<file path="config.mk">
export PLATFORM = sky130hd
export DESIGN_NAME = mod_frame_reader_flat
export DESIGN_NICKNAME = d
export VERILOG_FILES = /design/src/rtl/bmp_pkg.sv /design/src/rtl/mod_frame_reader_if.sv /design/src/rtl/mod_pix_fifo.sv /design/src/rtl/mod_frame_reader.sv /design/src/flat_wrapper.sv
export SDC_FILE = /design/constraint.sdc
export NUM_CORES = 1
export LEC_CHECK = 0
export ABC_AREA = 1
export CAP_MARGIN = 40
export CORE_MARGIN = 8
export CORE_UTILIZATION = 50
export CTS_CLUSTER_SIZE = 12
export DETAILED_ROUTE_END_ITERATION = 10
export PLACE_DENSITY = 0.76
export SLEW_MARGIN = 20
export SYNTH_ARGS = -nofsm -noshare
export SYNTH_HDL_FRONTEND = slang
export SYNTH_SLANG_ARGS = --single-unit
</file>
<file path="constraint.sdc">
create_clock -name clk -period 4.25 [get_ports clk]
set_clock_uncertainty 0.15 [all_clocks]
set_input_delay 0.6375 -clock clk [delete_from_list [all_inputs] [get_ports clk]]
set_output_delay 0.6375 -clock clk [all_outputs]
set_load 0.03 [all_outputs]
</file>
<file path="src/rtl/bmp_pkg.sv">
// bmp_pkg: shared definitions for the BMP frame-store read path.
//   - FSM state encoding for the frame reader
//   - pixel geometry constants (BYTES_PER_PIXEL, ROW_ALIGN)
//   - pixel FIFO entry widths
//   - calc_stride(): byte distance between successive line starts
// Build option: FRAME_READER_PAD_EN selects 4-byte aligned line stride;
// when undefined, lines are packed back to back (stride = width*3).
package bmp_pkg;

    typedef enum logic [1:0] {
        ST_IDLE  = 2'd0,
        ST_FETCH = 2'd1,
        ST_DRAIN = 2'd2
    } state_t;

    localparam int BYTES_PER_PIXEL = 3;
    localparam int ROW_ALIGN       = 4;
    localparam int PIX_W           = 24;
    localparam int FIFO_W          = PIX_W + 2;

    // Line stride in bytes for a line of 'w' pixels.
    function automatic logic [31:0] calc_stride(input logic [31:0] w);
        logic [31:0] raw_s;
        raw_s = w * 32'(BYTES_PER_PIXEL);
`ifdef FRAME_READER_PAD_EN
        calc_stride = (raw_s + 32'(ROW_ALIGN - 1)) & ~32'(ROW_ALIGN - 1);
`else
        calc_stride = raw_s;
`endif
    endfunction

endpackage

</file>
<file path="src/rtl/mod_frame_reader_if.sv">
// mod_frame_reader_if: byte-store read bus plus pixel stream of the frame reader.
//   mem_rd / mem_addr   : byte read request (reader -> store)
//   mem_rdata           : read data, one cycle after mem_rd (store -> reader)
//   pix_valid/pix_ready : pixel stream handshake
//   pix_data            : {R,G,B}
//   pix_sof / pix_eol   : first pixel of frame / last pixel of line
// Modports: master = frame reader, slave = store + downstream consumer.
interface mod_frame_reader_if
    import bmp_pkg::*;
#(
    parameter int ADDR_W = 32
);
    logic              mem_rd;
    logic [ADDR_W-1:0] mem_addr;
    logic [7:0]        mem_rdata;
    logic              pix_valid;
    logic              pix_ready;
    logic [PIX_W-1:0]  pix_data;
    logic              pix_sof;
    logic              pix_eol;

    modport master (
        output mem_rd, mem_addr, pix_valid, pix_data, pix_sof, pix_eol,
        input  mem_rdata, pix_ready
    );

    modport slave (
        input  mem_rd, mem_addr, pix_valid, pix_data, pix_sof, pix_eol,
        output mem_rdata, pix_ready
    );
endinterface

</file>
<file path="src/rtl/mod_pix_fifo.sv">
// mod_pix_fifo: 2-entry synchronous FIFO for {pixel, sof, eol} entries.
//   clk, rst   : clock, synchronous active-high reset (flushes and zeroes storage)
//   push, din  : write request and entry
//   pop        : read request (head is consumed this cycle)
//   head       : current head entry (registered storage, stable until popped)
//   count      : occupancy 0..2
// Push and pop may coincide at any occupancy, including full.
module mod_pix_fifo
    import bmp_pkg::*;
(
    input  logic              clk,
    input  logic              rst,
    input  logic              push,
    input  logic [FIFO_W-1:0] din,
    input  logic              pop,
    output logic [FIFO_W-1:0] head,
    output logic [1:0]        count
);
    logic [FIFO_W-1:0] mem_r [2];
    logic              wr_ptr_r;
    logic              rd_ptr_r;
    logic [1:0]        count_r;
    logic              push_ok_s;
    logic              pop_ok_s;

    // A push into a full FIFO is accepted only when the head leaves in the same cycle.
    assign push_ok_s = push && ((count_r != 2'd2) || pop);
    assign pop_ok_s  = pop && (count_r != 2'd0);
    assign head      = mem_r[rd_ptr_r];
    assign count     = count_r;

    // Storage, pointers and occupancy.
    always_ff @(posedge clk) begin
        if (rst) begin
            mem_r[0] <= '0;
            mem_r[1] <= '0;
            wr_ptr_r <= 1'b0;
            rd_ptr_r <= 1'b0;
            count_r  <= 2'd0;
        end else begin
            if (push_ok_s) begin
                mem_r[wr_ptr_r] <= din;
                wr_ptr_r        <= ~wr_ptr_r;
            end
            if (pop_ok_s) begin
                rd_ptr_r <= ~rd_ptr_r;
            end
            case ({push_ok_s, pop_ok_s})
                2'b10:   count_r <= count_r + 2'd1;
                2'b01:   count_r <= count_r - 2'd1;
                default: count_r <= count_r;
            endcase
        end
    end
endmodule

</file>
<file path="src/rtl/mod_frame_reader.sv">
// mod_frame_reader: scans a 24-bit BMP pixel array out of the byte-wide frame
// store in raster order and emits it as a valid/ready {R,G,B} pixel stream.
//   clk, rst            : clock, synchronous active-high reset
//   start               : one-cycle request, honoured only when idle
//   base, width, height : first pixel byte address and frame size, sampled with start
//   busy                : frame in progress
//   done                : one-cycle pulse after the final pixel handshake
//                         (or the cycle after a start with a zero dimension)
//   bus (master)        : byte read bus and pixel stream, see mod_frame_reader_if
// Build option: FRAME_READER_PAD_EN pads each line to a 4-byte boundary.
// Each pixel is three back-to-back byte reads (B, G, R). B and G are held,
// R goes straight from mem_rdata into the pixel FIFO. A new pixel fetch is
// started only while FIFO occupancy plus pixels in flight is below two, so
// the FIFO can never overflow and reads simply pause under back-pressure.
module mod_frame_reader
    import bmp_pkg::*;
#(
    parameter int ADDR_W = 32,
    parameter int DIM_W  = 12
)(
    input  logic               clk,
    input  logic               rst,
    input  logic               start,
    input  logic [ADDR_W-1:0]  base,
    input  logic [DIM_W-1:0]   width,
    input  logic [DIM_W-1:0]   height,
    output logic               busy,
    output logic               done,
    mod_frame_reader_if.master bus
);
    state_t             state_r;
    state_t             state_n;
    logic [DIM_W-1:0]   width_r;
    logic [DIM_W-1:0]   height_r;
    logic [ADDR_W-1:0]  stride_r;
    logic [ADDR_W-1:0]  line_base_r;
    logic [ADDR_W-1:0]  addr_r;
    logic [DIM_W-1:0]   x_r;
    logic [DIM_W-1:0]   y_r;
    logic [1:0]         phase_r;
    logic [1:0]         inflight_r;
    logic               rd_v_r;
    logic [1:0]         rd_ph_r;
    logic               rd_sof_r;
    logic               rd_eol_r;
    logic [7:0]         b_r;
    logic [7:0]         g_r;
    logic               busy_r;
    logic               done_r;

    logic               zero_dim_s;
    logic               start_ok_s;
    logic               start_zero_s;
    logic               credit_ok_s;
    logic               issue_s;
    logic               last_x_s;
    logic               last_y_s;
    logic               last_read_s;
    logic               push_s;
    logic               pop_s;
    logic               final_pop_s;
    logic [FIFO_W-1:0]  fifo_din_s;
    logic [FIFO_W-1:0]  fifo_head_s;
    logic [1:0]         fifo_count_s;

    assign zero_dim_s   = (width == DIM_W'(0)) || (height == DIM_W'(0));
    assign start_ok_s   = (state_r == ST_IDLE) && start && !zero_dim_s;
    assign start_zero_s = (state_r == ST_IDLE) && start && zero_dim_s;
    assign credit_ok_s  = ({1'b0, fifo_count_s} + {1'b0, inflight_r}) < 3'd2;
    // Mid-pixel reads always continue; only the first byte of a pixel waits for credit.
    assign issue_s      = (state_r == ST_FETCH) && ((phase_r != 2'd0) || credit_ok_s);
    assign last_x_s     = (x_r == width_r - DIM_W'(1));
    assign last_y_s     = (y_r == height_r - DIM_W'(1));
    assign last_read_s  = issue_s && (phase_r == 2'd2) && last_x_s && last_y_s;
    assign push_s       = rd_v_r && (rd_ph_r == 2'd2);
    assign pop_s        = bus.pix_valid && bus.pix_ready;
    // The last pixel leaves when nothing else is buffered or still being read.
    assign final_pop_s  = (state_r == ST_DRAIN) && pop_s &&
                          (fifo_count_s == 2'd1) && (inflight_r == 2'd0);
    assign fifo_din_s   = {bus.mem_rdata, g_r, b_r, rd_sof_r, rd_eol_r};

    assign busy          = busy_r;
    assign done          = done_r;
    assign bus.mem_rd    = issue_s;
    assign bus.mem_addr  = addr_r;
    assign bus.pix_valid = (fifo_count_s != 2'd0);
    assign bus.pix_data  = fifo_head_s[FIFO_W-1:2];
    assign bus.pix_sof   = fifo_head_s[1];
    assign bus.pix_eol   = fifo_head_s[0];

    mod_pix_fifo u_fifo (
        .clk   (clk),
        .rst   (rst),
        .push  (push_s),
        .din   (fifo_din_s),
        .pop   (pop_s),
        .head  (fifo_head_s),
        .count (fifo_count_s)
    );

    // FSM state register.
    always_ff @(posedge clk) begin
        if (rst) begin
            state_r <= ST_IDLE;
        end else begin
            state_r <= state_n;
        end
    end

    // FSM next-state logic.
    always_comb begin
        state_n = state_r;
        case (state_r)
            ST_IDLE: begin
                if (start_ok_s) begin
                    state_n = ST_FETCH;
                end else begin
                    state_n = ST_IDLE;
                end
            end
            ST_FETCH: begin
                if (last_read_s) begin
                    state_n = ST_DRAIN;
                end else begin
                    state_n = ST_FETCH;
                end
            end
            ST_DRAIN: begin
                if (final_pop_s) begin
                    state_n = ST_IDLE;
                end else begin
                    state_n = ST_DRAIN;
                end
            end
            default: state_n = ST_IDLE;
        endcase
    end

    // Frame parameters, raster walk and read address generation.
    always_ff @(posedge clk) begin
        if (rst) begin
            width_r     <= '0;
            height_r    <= '0;
            stride_r    <= '0;
            line_base_r <= '0;
            addr_r      <= '0;
            x_r         <= '0;
            y_r         <= '0;
            phase_r     <= 2'd0;
        end else if (start_ok_s) begin
            width_r     <= width;
            height_r    <= height;
            stride_r    <= ADDR_W'(calc_stride(32'(width)));
            line_base_r <= base;
            addr_r      <= base;
            x_r         <= '0;
            y_r         <= '0;
            phase_r     <= 2'd0;
        end else if (issue_s) begin
            if (phase_r != 2'd2) begin
                phase_r <= phase_r + 2'd1;
                addr_r  <= addr_r + ADDR_W'(1);
            end else if (last_x_s) begin
                // Next line starts one stride after this line's start.
                phase_r     <= 2'd0;
                x_r         <= '0;
                y_r         <= y_r + DIM_W'(1);
                line_base_r <= line_base_r + stride_r;
                addr_r      <= line_base_r + stride_r;
            end else begin
                phase_r <= 2'd0;
                x_r     <= x_r + DIM_W'(1);
                addr_r  <= addr_r + ADDR_W'(1);
            end
        end
    end

    // Read-return tracking, byte capture, in-flight pixel count and status outputs.
    always_ff @(posedge clk) begin
        if (rst) begin
            rd_v_r     <= 1'b0;
            rd_ph_r    <= 2'd0;
            rd_sof_r   <= 1'b0;
            rd_eol_r   <= 1'b0;
            b_r        <= 8'd0;
            g_r        <= 8'd0;
            inflight_r <= 2'd0;
            busy_r     <= 1'b0;
            done_r     <= 1'b0;
        end else begin
            rd_v_r   <= issue_s;
            rd_ph_r  <= phase_r;
            rd_sof_r <= (x_r == DIM_W'(0)) && (y_r == DIM_W'(0));
            rd_eol_r <= last_x_s;
            if (rd_v_r && (rd_ph_r == 2'd0)) begin
                b_r <= bus.mem_rdata;
            end
            if (rd_v_r && (rd_ph_r == 2'd1)) begin
                g_r <= bus.mem_rdata;
            end
            case ({issue_s && (phase_r == 2'd0), push_s})
                2'b10:   inflight_r <= inflight_r + 2'd1;
                2'b01:   inflight_r <= inflight_r - 2'd1;
                default: inflight_r <= inflight_r;
            endcase
            busy_r <= (state_n != ST_IDLE);
            done_r <= start_zero_s || final_pop_s;
        end
    end
endmodule
</file>
<file path="src/flat_wrapper.sv">
// flat-port wrapper written by rule: the top's interface ports become plain ports
module mod_frame_reader_flat import bmp_pkg::*;
#(
    parameter int ADDR_W = 32,
    parameter int DIM_W  = 12
)
  (clk, rst, start, base, width, height, busy, done, bus_mem_rd, bus_mem_addr, bus_pix_valid, bus_pix_data, bus_pix_sof, bus_pix_eol, bus_mem_rdata, bus_pix_ready);
  mod_frame_reader_if #(.ADDR_W(ADDR_W)) bus_i ();
  input  logic clk;
  input  logic rst;
  input  logic start;
  input  logic [ADDR_W-1:0] base;
  input  logic [DIM_W-1:0] width;
  input  logic [DIM_W-1:0] height;
  output logic busy;
  output logic done;
  output wire logic [$bits(bus_i.mem_rd)-1:0] bus_mem_rd;
  output wire logic [$bits(bus_i.mem_addr)-1:0] bus_mem_addr;
  output wire logic [$bits(bus_i.pix_valid)-1:0] bus_pix_valid;
  output wire logic [$bits(bus_i.pix_data)-1:0] bus_pix_data;
  output wire logic [$bits(bus_i.pix_sof)-1:0] bus_pix_sof;
  output wire logic [$bits(bus_i.pix_eol)-1:0] bus_pix_eol;
  input wire logic [$bits(bus_i.mem_rdata)-1:0] bus_mem_rdata;
  input wire logic [$bits(bus_i.pix_ready)-1:0] bus_pix_ready;
  assign bus_mem_rd = bus_i.mem_rd;
  assign bus_mem_addr = bus_i.mem_addr;
  assign bus_pix_valid = bus_i.pix_valid;
  assign bus_pix_data = bus_i.pix_data;
  assign bus_pix_sof = bus_i.pix_sof;
  assign bus_pix_eol = bus_i.pix_eol;
  assign bus_i.mem_rdata = bus_mem_rdata;
  assign bus_i.pix_ready = bus_pix_ready;
  mod_frame_reader #(.ADDR_W(ADDR_W), .DIM_W(DIM_W)) u_core (.clk(clk), .rst(rst), .start(start), .base(base), .width(width), .height(height), .busy(busy), .done(done), .bus(bus_i));
endmodule
</file>
### Power grid

(3 px per um) Pins as bars on the die edge. Tap cells in gray.
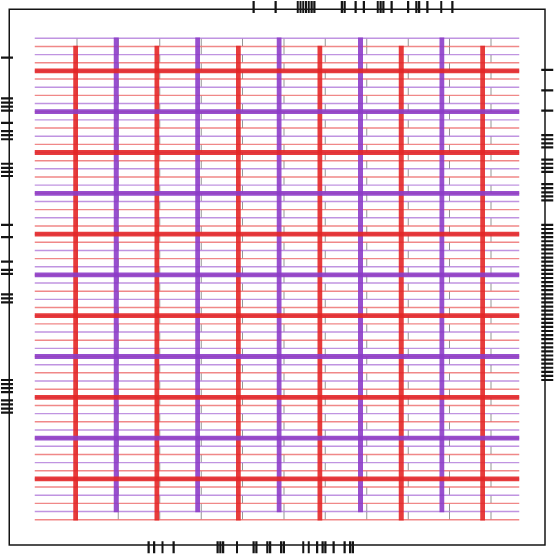
[VDD] purple
[VSS] red
met5 straps: 11
met4 straps: 11
tap cells: 335
signal pins: 130
met1 rails: 60
placeable core region: 0.0259 sq mm
Die Span X: 178 um

### Cells colored by class

(3 px per um) Fill, decap, tap and diode cells in gray.
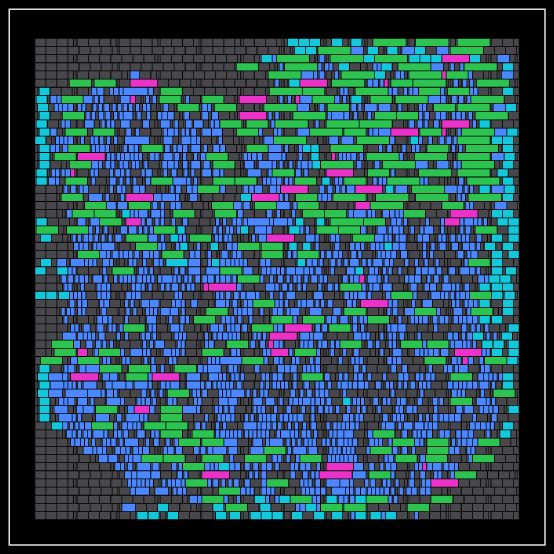
[clock drivers and dummy loads] magenta | cells: 44 | share of their area: 5.2%
[flip-flops] green | cells: 211 | share of their area: 31%
[other buffers and delay cells] cyan | cells: 152 | share of their area: 9.8%
[all other logic] blue | cells: 1632 | share of their area: 54%
Util after Layout: 0.600
cell area after layout: 0.0155 sq mm

### Routed clock nets over the placement

(2 px per um)
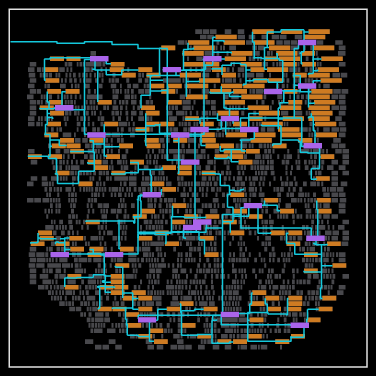
[cells driving clock nets] purple | count: 24
[clock wires] cyan | length: 2790 um
[flip-flops] orange | count: 211
flops lie: widely spread
routed clock nets: 25

==> out/metrics.sh <==
STATUS='completed'
LAYOUT.CLOCK.CELL_AREA_SHARE=0.0506
MIN-DELAY-PATH-CLASS='flop to flop'
FRACTION_OF_STANDARD_CELL_AREA_THAT_IS_SEQUENTIAL=0.305
WIRE_LENGTH_OF_THE_FIRST_GLOBAL_ROUTING_PASS_MM=63.5
NON_CLOCK_BUFFER_AREA_SHARE=0.0950
YOSYS-TOP-CELLS-COUNT='454 x nand2_1, 271 x inv_1, 214 x nor2_1, 159 x dfxtp_1, 135 x nand3_1'
YOSYS.AREA_SHARE.AOI=0.109
POWER_SWITCHING_SHARE=0.320
POSTSYNTH.ASYNCRESETSHARE=0
WORST-PATH-STAGES=7
WL_PER_CELL_UM=16.6
RR_STARTPOINT='u_core.width_r[0]'
NUM_TAP_CELLS=335
CRITICAL_PATH.TOP_DELAY_FAMILY='buffers and inverters'
YOSYSCHIPAREA_SQ_MM=0.0131
CLOCK_SINK_COUNT=211
SEQ_POWER_W=0.00235
GLOBALROUTEMET3UTIL=0.0309
FLOORPLAN.NETS=2022
YOSYS_MOST_USED_DFF='dfxtp_1'
POWER.IR.VDD_WORST_mV=0.300
GRT_OVERFLOW_TOTAL=0
YS_WARN_COUNT=0
FINAL_NETS=2137
FILLERINSTANCES=2392
CLOCKPOWERSHARE=0.356
CRITPATHMAXSTAGEDELAY_NS=0.71
CRITICAL_PATH_REQUIRED_NS=3.46
CTS.HOLD.BUFFERS_ADDED=0
LOGIC_FAMILY='simple AND/OR/NAND/NOR gates'
LAYOUT-DRIVE-GT1-SHARE=0.0554
LOGIC_AREA_SQ_MM=0.00708
FMAX_MHz=272
NNONCLKINVERTERS=275
PLACEMENT.CELL_AREA_SQ_MM=0.0147
RSZ0062_AT_GRT='false'
FINALSETUPVIOLATIONS=0
PORTBUFFERS=129
SLEW_HEADROOM=0.560
HOLD_WC_STARTPOINT='u_core.stride_r[3]'
FIN_SETUP_TNS_NS=0
H-TREE-DEPTH=1
SEQUENTIAL_CELL_TOTAL=211
==> placed cells by master (no fill, tap or decap), types with 11 or more instances in the layout <==
| cell type | n |
|---|---|
| nor2_1 | 214 |
| xor2_1 | 58 |
| buf_4 | 22 |
| o21ai_1 | 32 |
| ha_1 | 45 |
| inv_1 | 270 |
| nor3_1 | 36 |
| a21oi_1 | 110 |
| mux2_2 | 26 |
| o21ai_0 | 93 |
| clkbuf_16 | 25 |
| xnor2_1 | 20 |
| dfxtp_1 | 159 |
| nand4_1 | 45 |
| nand3_1 | 135 |
| clkdlybuf4s50_1 | 129 |
| o22ai_1 | 11 |
| nor4_1 | 11 |
| edfxtp_1 | 52 |
| nand2_1 | 454 |
